### src/rtl/pm_loader_pkg.sv
// Shared definitions for the MPU341 program-memory loader.
// Default widths, release timing and the loader state encoding.
package pm_loader_pkg;

  localparam int DEF_ADDR_W         = 8;
  localparam int DEF_DATA_W         = 8;
  localparam int DEF_NIB_W          = 4;
  localparam int DEF_RELEASE_CYCLES = 2;
  localparam int PM_DEPTH           = 256;

  typedef enum logic [2:0] {
    ST_IDLE,
    ST_GET_HI,
    ST_GET_LO,
    ST_WRITE,
    ST_RELEASE,
    ST_ERROR
  } state_t;

endpackage

### src/rtl/pm_loader_if.sv
// Host nibble stream plus program-memory write port of the loader.
// master = host/memory side, slave = loader side.
interface pm_loader_if #(
  parameter int ADDR_W = 8,
  parameter int DATA_W = 8,
  parameter int NIB_W  = 4
) ();

  logic [NIB_W-1:0]  nib_data;
  logic              nib_valid;
  logic              nib_last;
  logic              nib_ready;
  logic              pm_wr_en;
  logic [ADDR_W-1:0] pm_wr_addr;
  logic [DATA_W-1:0] pm_wr_data;

  modport master (
    output nib_data, nib_valid, nib_last,
    input  nib_ready, pm_wr_en, pm_wr_addr, pm_wr_data
  );

  modport slave (
    input  nib_data, nib_valid, nib_last,
    output nib_ready, pm_wr_en, pm_wr_addr, pm_wr_data
  );

endinterface

### src/rtl/pm_loader.sv
// Packs host nibbles MS-first into instruction words, writes them from 0x00
// upward and holds the MPU in reset until the load completes.
module pm_loader
  import pm_loader_pkg::*;
#(
  parameter int ADDR_W         = DEF_ADDR_W,
  parameter int DATA_W         = DEF_DATA_W,
  parameter int NIB_W          = DEF_NIB_W,
  parameter int RELEASE_CYCLES = DEF_RELEASE_CYCLES
) (
  input  logic            clk,
  input  logic            reset,
  input  logic            start,
  pm_loader_if.slave      bus,
  output logic            mpu_reset,
  output logic            busy,
  output logic            done,
  output logic            err,
  output logic [ADDR_W:0] word_count
);

  localparam int               CNT_W    = ADDR_W + 1;
  localparam int               REL_W    = (RELEASE_CYCLES > 1) ? $clog2(RELEASE_CYCLES) : 1;
  localparam logic [REL_W-1:0] REL_LAST = REL_W'(RELEASE_CYCLES - 1);

  state_t            state;
  logic [ADDR_W-1:0] addr;
  logic [NIB_W-1:0]  hi_nib;
  logic              last_q;
  logic [REL_W-1:0]  rel_cnt;
  logic              xfer;

  assign xfer = bus.nib_valid & bus.nib_ready;

  // NOTE: every output is a flop written with <= in this one block, so the
  // outputs change only at the clock edge and never glitch with the inputs.
  always_ff @(posedge clk) begin
    if (!reset) begin
      state          <= ST_IDLE;
      addr           <= '0;
      hi_nib         <= '0;
      last_q         <= 1'b0;
      rel_cnt        <= '0;
      bus.nib_ready  <= 1'b0;
      bus.pm_wr_en   <= 1'b0;
      bus.pm_wr_addr <= '0;
      bus.pm_wr_data <= '0;
      mpu_reset      <= 1'b1;
      busy           <= 1'b0;
      done           <= 1'b0;
      err            <= 1'b0;
      word_count     <= '0;
    end else begin
      done <= 1'b0;
      unique case (state)
        ST_IDLE, ST_ERROR: begin
          if (start) begin
            state         <= ST_GET_HI;
            addr          <= '0;
            word_count    <= '0;
            err           <= 1'b0;
            busy          <= 1'b1;
            mpu_reset     <= 1'b1;
            bus.nib_ready <= 1'b1;
          end else if (state == ST_IDLE) begin
            // Leaving power-on reset: the core runs whatever is resident.
            mpu_reset <= 1'b0;
          end
        end

        ST_GET_HI: begin
          if (xfer) begin
            hi_nib <= bus.nib_data;
            if (bus.nib_last) begin
              // A stream may only end on an LS nibble; nothing is written.
              state         <= ST_ERROR;
              err           <= 1'b1;
              busy          <= 1'b0;
              bus.nib_ready <= 1'b0;
            end else begin
              state <= ST_GET_LO;
            end
          end
        end

        ST_GET_LO: begin
          if (xfer) begin
            last_q         <= bus.nib_last;
            bus.pm_wr_en   <= 1'b1;
            bus.pm_wr_addr <= addr;
            bus.pm_wr_data <= DATA_W'({hi_nib, bus.nib_data});
            bus.nib_ready  <= 1'b0;
            state          <= ST_WRITE;
          end
        end

        ST_WRITE: begin
          bus.pm_wr_en <= 1'b0;
          word_count   <= word_count + CNT_W'(1);
          addr         <= addr + ADDR_W'(1);
          if (last_q) begin
            state   <= ST_RELEASE;
            rel_cnt <= '0;
          end else if (addr == '1) begin
            // Memory is full and the host still has not marked the end.
            state <= ST_ERROR;
            err   <= 1'b1;
            busy  <= 1'b0;
          end else begin
            state         <= ST_GET_HI;
            bus.nib_ready <= 1'b1;
          end
        end

        ST_RELEASE: begin
          if (rel_cnt == REL_LAST) begin
            state     <= ST_IDLE;
            mpu_reset <= 1'b0;
            busy      <= 1'b0;
            done      <= 1'b1;
          end else begin
            rel_cnt <= rel_cnt + REL_W'(1);
          end
        end

        default: state <= ST_IDLE;
      endcase
    end
  end

endmodule

### src/flat_wrapper.sv
// flat-port wrapper written by rule: the top's interface ports become plain ports
module pm_loader_flat import pm_loader_pkg::*;
#(
  parameter int ADDR_W         = DEF_ADDR_W,
  parameter int DATA_W         = DEF_DATA_W,
  parameter int NIB_W          = DEF_NIB_W,
  parameter int RELEASE_CYCLES = DEF_RELEASE_CYCLES
)
  (clk, reset, start, mpu_reset, busy, done, err, word_count, bus_nib_data, bus_nib_valid, bus_nib_last, bus_nib_ready, bus_pm_wr_en, bus_pm_wr_addr, bus_pm_wr_data);
  pm_loader_if #(.ADDR_W(ADDR_W), .DATA_W(DATA_W), .NIB_W(NIB_W)) bus_i ();
  input  logic clk;
  input  logic reset;
  input  logic start;
  output logic mpu_reset;
  output logic busy;
  output logic done;
  output logic err;
  output logic [ADDR_W:0] word_count;
  input wire logic [$bits(bus_i.nib_data)-1:0] bus_nib_data;
  input wire logic [$bits(bus_i.nib_valid)-1:0] bus_nib_valid;
  input wire logic [$bits(bus_i.nib_last)-1:0] bus_nib_last;
  output wire logic [$bits(bus_i.nib_ready)-1:0] bus_nib_ready;
  output wire logic [$bits(bus_i.pm_wr_en)-1:0] bus_pm_wr_en;
  output wire logic [$bits(bus_i.pm_wr_addr)-1:0] bus_pm_wr_addr;
  output wire logic [$bits(bus_i.pm_wr_data)-1:0] bus_pm_wr_data;
  assign bus_i.nib_data = bus_nib_data;
  assign bus_i.nib_valid = bus_nib_valid;
  assign bus_i.nib_last = bus_nib_last;
  assign bus_nib_ready = bus_i.nib_ready;
  assign bus_pm_wr_en = bus_i.pm_wr_en;
  assign bus_pm_wr_addr = bus_i.pm_wr_addr;
  assign bus_pm_wr_data = bus_i.pm_wr_data;
  pm_loader #(.ADDR_W(ADDR_W), .DATA_W(DATA_W), .NIB_W(NIB_W), .RELEASE_CYCLES(RELEASE_CYCLES)) u_core (.clk(clk), .reset(reset), .start(start), .bus(bus_i), .mpu_reset(mpu_reset), .busy(busy), .done(done), .err(err), .word_count(word_count));
endmodule
### config.mk
export PLATFORM = sky130hd
export DESIGN_NAME = pm_loader_flat
export DESIGN_NICKNAME = d
export VERILOG_FILES = /design/src/rtl/pm_loader_pkg.sv /design/src/rtl/pm_loader_if.sv /design/src/rtl/pm_loader.sv /design/src/flat_wrapper.sv
export SDC_FILE = /design/constraint.sdc
export NUM_CORES = 1
export LEC_CHECK = 0
export ABC_AREA = 1
export CORE_UTILIZATION = 40
export CTS_CLUSTER_DIAMETER = 30
export DETAILED_ROUTE_END_ITERATION = 8
export PLACE_DENSITY = 0.75
export SLEW_MARGIN = 0
export SYNTH_ARGS = -nofsm -noshare
export SYNTH_HDL_FRONTEND = slang
export SYNTH_SLANG_ARGS = --single-unit
### constraint.sdc
create_clock -name clk -period 1.65 [get_ports clk]
set_input_delay 0.33 -clock clk [delete_from_list [all_inputs] [get_ports clk]]
set_output_delay 0.33 -clock clk [all_outputs]
set_load 0.01 [all_outputs]
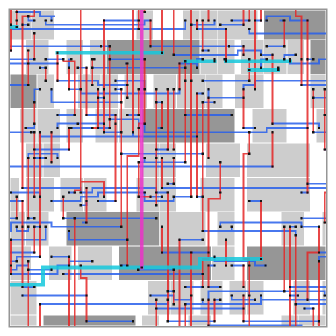
(zoomed window)
Region (25, 10) to (50, 35) um. Cells in gray, sequential cells in the stronger gray; small squares are vias.
[blue] M1
[magenta] M4
[red] M2
[cyan] M3
cells with their middle in the window: 64
netlist names of flops here include: `u_core.addr` (3), `u_core.word_count` (2)
most frequent: nand2_1 (14), a21oi_1 (10), o21ai_0 (8)
sequential cells in the window: 6

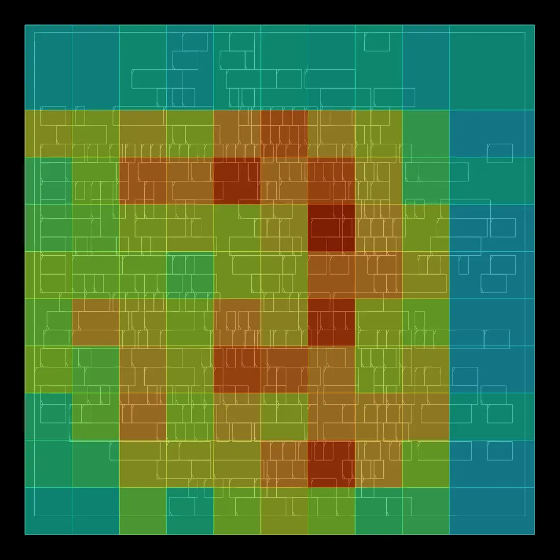
(congestion heat map)
Routed wire per std cell: 11.5 um
met1 Use GR: 0.235
GRT Max-Usage Layer: met2
met2 global-route usage: 0.307

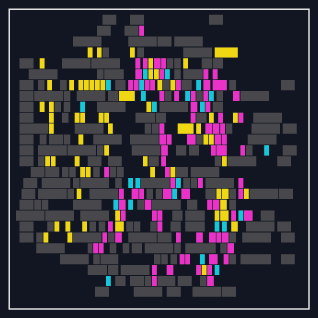
(logic cells by family)
(4 px per um)
[magenta] nand cells | cells: 82
[cyan] inv cells | cells: 24
[yellow] nor cells | cells: 62

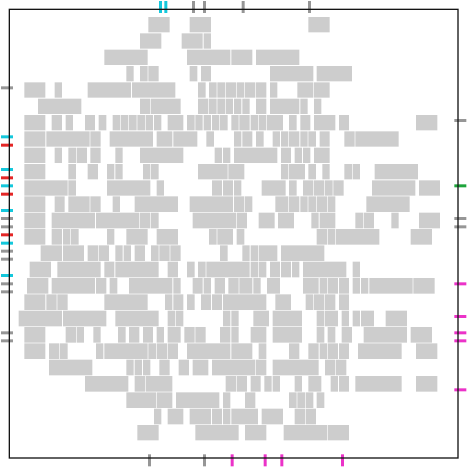
(I/O pins on the die edge)
(6 px per um) Pins as bars across the die edge, other pins in gray.
[green] `done` | pins: 1 | direction: output | edge: right
[cyan] `bus_pm_wr_data` | pins: 8 | direction: output | edge: 6 left, 2 top
[magenta] `word_count` | pins: 9 | direction: output | edge: 5 right, 4 bottom
[red] `bus_nib_data` | pins: 4 | direction: input | edge: left
all pins by edge: 19 left, 9 right, 6 top, 6 bottom
port bufs: 39
Chip Width: 74.5 um
Vert. Die Dim: 74.5 um

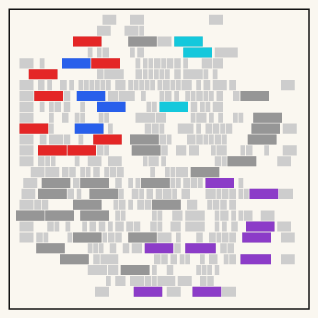
(sequential cells grouped by signal name)
(4 px per um)
[cyan] `u_core.state` | placed flops: 3
[blue] `u_core.hi_nib` | placed flops: 4
[purple] `u_core.word_count` | placed flops: 9
[red] `u_core.bus.pm_wr_data` | placed flops: 8
not colored: 24

==> results_slide.txt <==
Implementation Results

Run status
  – Status: complete, no violations

Critical path
  – Max stage delay cell, worst path: clkdlybuf4s50_1
  – Worst EP required: 1.32 ns
  – Startpoint types: register
  – Family with the most delay on the worst path: buffers and inverters
  – Buffers and inverters on the worst path: 1

Die
  – Die area: 5560 um^2
  – Rows: 26
  – Pre-Place Util: 0.415

Finish
  – Post-route insts no fill: 417
  – Share of layout cells above drive strength 1: 0.0922
  – Final Core Density: 0.538
  – Post-Layout Inst Area: 2730 um^2

Route
  – DR iter-0 viols: 172
  – Via count: 2,064

CTS
  – Postcts setup bufs: 0
  – CTS max path bufs: 2
  – Depth of the CTS H-tree: 2

STA
  – Cycle use final: 0.978
  – Setup Skew: 0.00621 ns
  – RSZ-0062 raised after global routing: no
  – Slew Limit Headroom: 0.669
  – Slew Limit Fails: 0
  – Hold slack: 0.447 ns

Synthesis
  – Flops after synth: 48
  – Floorplan Nets: 308
  – Simple-Gate Fraction of Synth Area: 0.296
  – Yosys aoi share: 0.169
  – Mux area share: 0
  – Main logic family after synthesis: simple AND/OR/NAND/NOR gates
  – Yosys stat chip area: 2100 um^2
  – Yosys adder share: 0.0119
  – Syn Inst Count: 297

Worst hold path
  – Hold path start: u_core.err$_SDFFE_PN0P_

Job
  – Max Cap Violations: 0

Power and ir drop
  – Final total power: 3.08 mW
  – Internal power: 2.01 mW
  – Leakage: 1.09 nW
  – Pwr dens: 1130 nW/um^2

Global routing
  – First-pass GRT wire length: 7.91 mm

Place
  – Dpl hpwl: 3.44 mm
==> cells in the mapped netlist <==
master    number  area share
nor2_1        55       0.098
nand2_1       54       0.096
dfxtp_1       48        0.46
o21ai_0       35       0.083
a21oi_1       30       0.071
inv_1         22       0.039
nand3_1       21       0.050
buf_2          4      0.0095
clkbuf_1       3      0.0054
nand4_1        3      0.0089
nor3_1         3      0.0071
a22oi_1        2      0.0071
buf_4          2      0.0071
ha_1           2       0.012
inv_2          2      0.0036
nand2_2        2      0.0059
nor2_4         2       0.011
buf_1          1      0.0018
nand3_2        1      0.0048
nand3b_1       1      0.0036
nor3_4         1      0.0077
nor4_1         1      0.0030
o211ai_1       1      0.0036
o31ai_1        1      0.0036
==> registers in the layout (all words and copies together), names as in the netlist, 3 cells and up <==
register / flops
u_core.word_count: 9
u_core.addr: 8
u_core.bus.pm_wr_addr: 8
u_core.bus.pm_wr_data: 8
u_core.hi_nib: 4
u_core.state: 3
==> layer usage <==
| layer | track usage | share of wire | wire, um |
|---|---|---|---|
| met1 | 0.235 | 0.47 | 2240 |
| met2 | 0.307 | 0.45 | 2170 |
| met3 | 0.0583 | 0.068 | 324 |
| met4 | 0.0566 | 0.012 | 56 |
| met5 | 0 | 0 | 0 |
==> power by group through the flow <==
stage	logic [mW]	registers, mW	clock network (mW)
6_report	1.01	1.34	0.732
5_1_grt	1.14	1.36	0.795
4_1_cts	0.995	1.34	0.752
3_5_place_dp	0.990	1.37	0
3_3_place_gp	0.977	1.36	0
2_1_floorplan	0.642	1.37	0
==> cells in the final DEF (no fill, tap or decap), types with 2 or more instances in the layout <==
cell / netlist / layout
inv_1: 22 / 22
nand4_1: 3 / 3
buf_4: 2 / 13
dfxtp_1: 48 / 46
clkdlybuf4s50_1: 0 / 39
nand2_1: 54 / 54
inv_2: 2 / 2
nor3_1: 3 / 3
clkbuf_8: 0 / 6
a21oi_1: 30 / 29
o21ai_0: 35 / 35
nand3_1: 21 / 21
nor2_4: 2 / 2
dfxtp_2: 0 / 2
nor2_1: 55 / 54
nand2_2: 2 / 2
ha_1: 2 / 2
a22oi_1: 2 / 2
==> cell type report <==
| type | count | area, um^2 |
|---|---|---|
| clock buffer | 7 | 86.3 |
| inverter | 24 | 90.1 |
| multi-input combinational | 215 | 1010 |
| sequential | 48 | 963 |
| timing repair buffer | 52 | 488 |
| fill | 522 | 2340 |
| tap | 70 | 87.6 |
| clock inverter | 1 | 7.51 |
==> cells by family (layout without fill, tap and decap cells) <==
family / after synthesis / after routing
simple gates: 144 / 144
compound gates: 69 / 69
flops: 48 / 48
buf+inv: 34 / 84
fa+ha+maj: 2 / 2
==> timing repair <==
action | CTS | global route
endpoints found under the setup margin | 1 | 3
resized | 1 | 3
hold buffers | 0 | 0
==> final timing paths <==
path / cells after the start / slack (ns) / endpoint
hold / removal: 2 / 0.45 / u_core.err$_SDFFE_PN0P_
setup reg to reg: 7 / 0.18 / u_core.bus.pm_wr_addr[2]$_SDFFE_PN0P_
hold reg to reg: 2 / 0.45 / u_core.err$_SDFFE_PN0P_
setup / recovery: 1 / 0.04 / word_count[5]
No activity file was given, so power comes from the tool's default toggle rates.
